**Register map, names as in the netlist**

Bar = 50 microns.
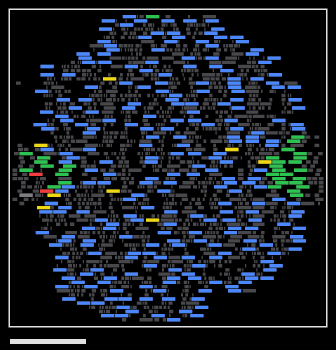
**Placement by cell class**

Bar = 50 microns.
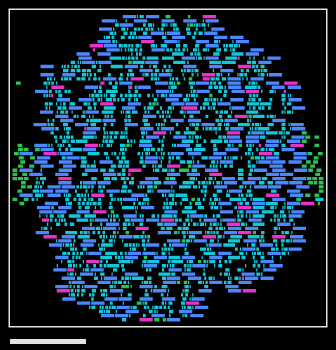
**Clock distribution**

Bar = 50 microns.
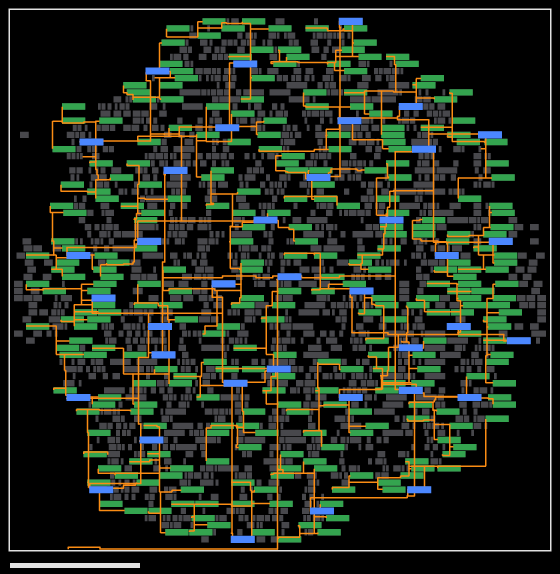
**Selected gate families**

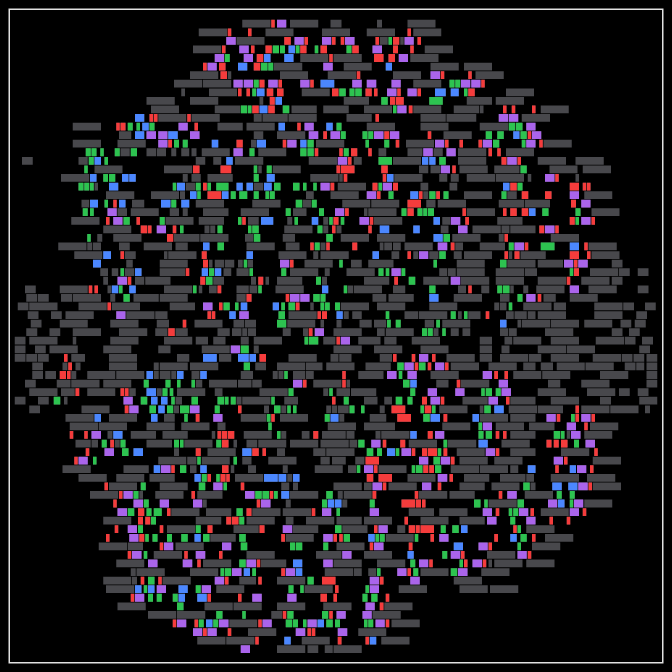
Design perf_counter_bank_flat, sky130hd; sources not shown.
==> results.yml <==
# flow metrics
placement:
  dp_hpwl_microns: 35900
run_status:
  violations: "DRC"
  outcome: "complete, but fails checks"
synthesis:
  ys_sh_mux_pct: 11.4
  netlist_area_sq_um: 16800
  synthTopCellsByArea: "dfrtp_1 (45%), mux4_2 (8.4%), xor2_1 (6.1%)"
final_timing:
  worst_pin_slew_ns: 1.10
  hold_viol_final: 0
job:
  warning_count: 32
global_routing:
  first_global_vias: 12900
cts:
  clock-sinks: 299
  cts_buffer_depth: 3
  clkSlewWorstSetupHoldPaths_ns: 0.05
  cts-htree-levels: 2
routing:
  wl_met1_microns: 23900
  drt_drc_violations_left: 2
power:
  p_comb_share_pct: 9.2
cells_and_area:
  buffers_excl_clock: 83
  nClkBuffers: 51
  nNonClkInverters: 26
  clockNetworkAreaShare_pct: 5.61
-- 'register map, names as in the netlist' (at the start) --
| name in the netlist | color | flops |
|---|---|---|
| u_core.bus.rd_data | green | 32 |
| u_core.bus.ovf | yellow | 8 |
| u_core.bus.state | red | 2 |
| u_core.cnt_q | blue | 256 |
not colored: 1
Seq area share: 39.3%
area of all sequential standard cells: 7480 sq um
Power Sequential: 440 uW

-- 'placement by cell class' (at the start) --
| class | color | cells | share of their area |
|---|---|---|---|
| other buffers and delay cells | green | 83 | 4.2% |
| combinational and other logic | cyan | 1285 | 49% |
| clock drivers and dummy loads | magenta | 54 | 5.8% |
| flops | blue | 299 | 41% |
final instance area: 19100 sq um
area of the core: 41100 sq um
post-layout util: 46.3%
num rows: 74

-- 'clock distribution' (at the start) --
[clock wires] orange | length: 4320 microns
[flip-flops] green | count: 299
[clock drivers] blue | count: 37
routed clock nets: 38
clock share of power: 45.0%
P_clk: 433 uW
Clock Skew: 0.0216 ns
Latency at later pin: 0.55 ns

-- 'selected gate families' (at the start) --
| family | color | cells |
|---|---|---|
| XOR/XNOR gates | purple | 189 |
| NOR gates | red | 343 |
| NAND gates | green | 332 |
| AND and OR gates | blue | 123 |
Top cell excl fill/tap: dfrtp_1
logic share of the area: 47.0%
Finished Layout Cells: 2253

Power figures rest on the tool's default switching activity, not on a simulated workload.
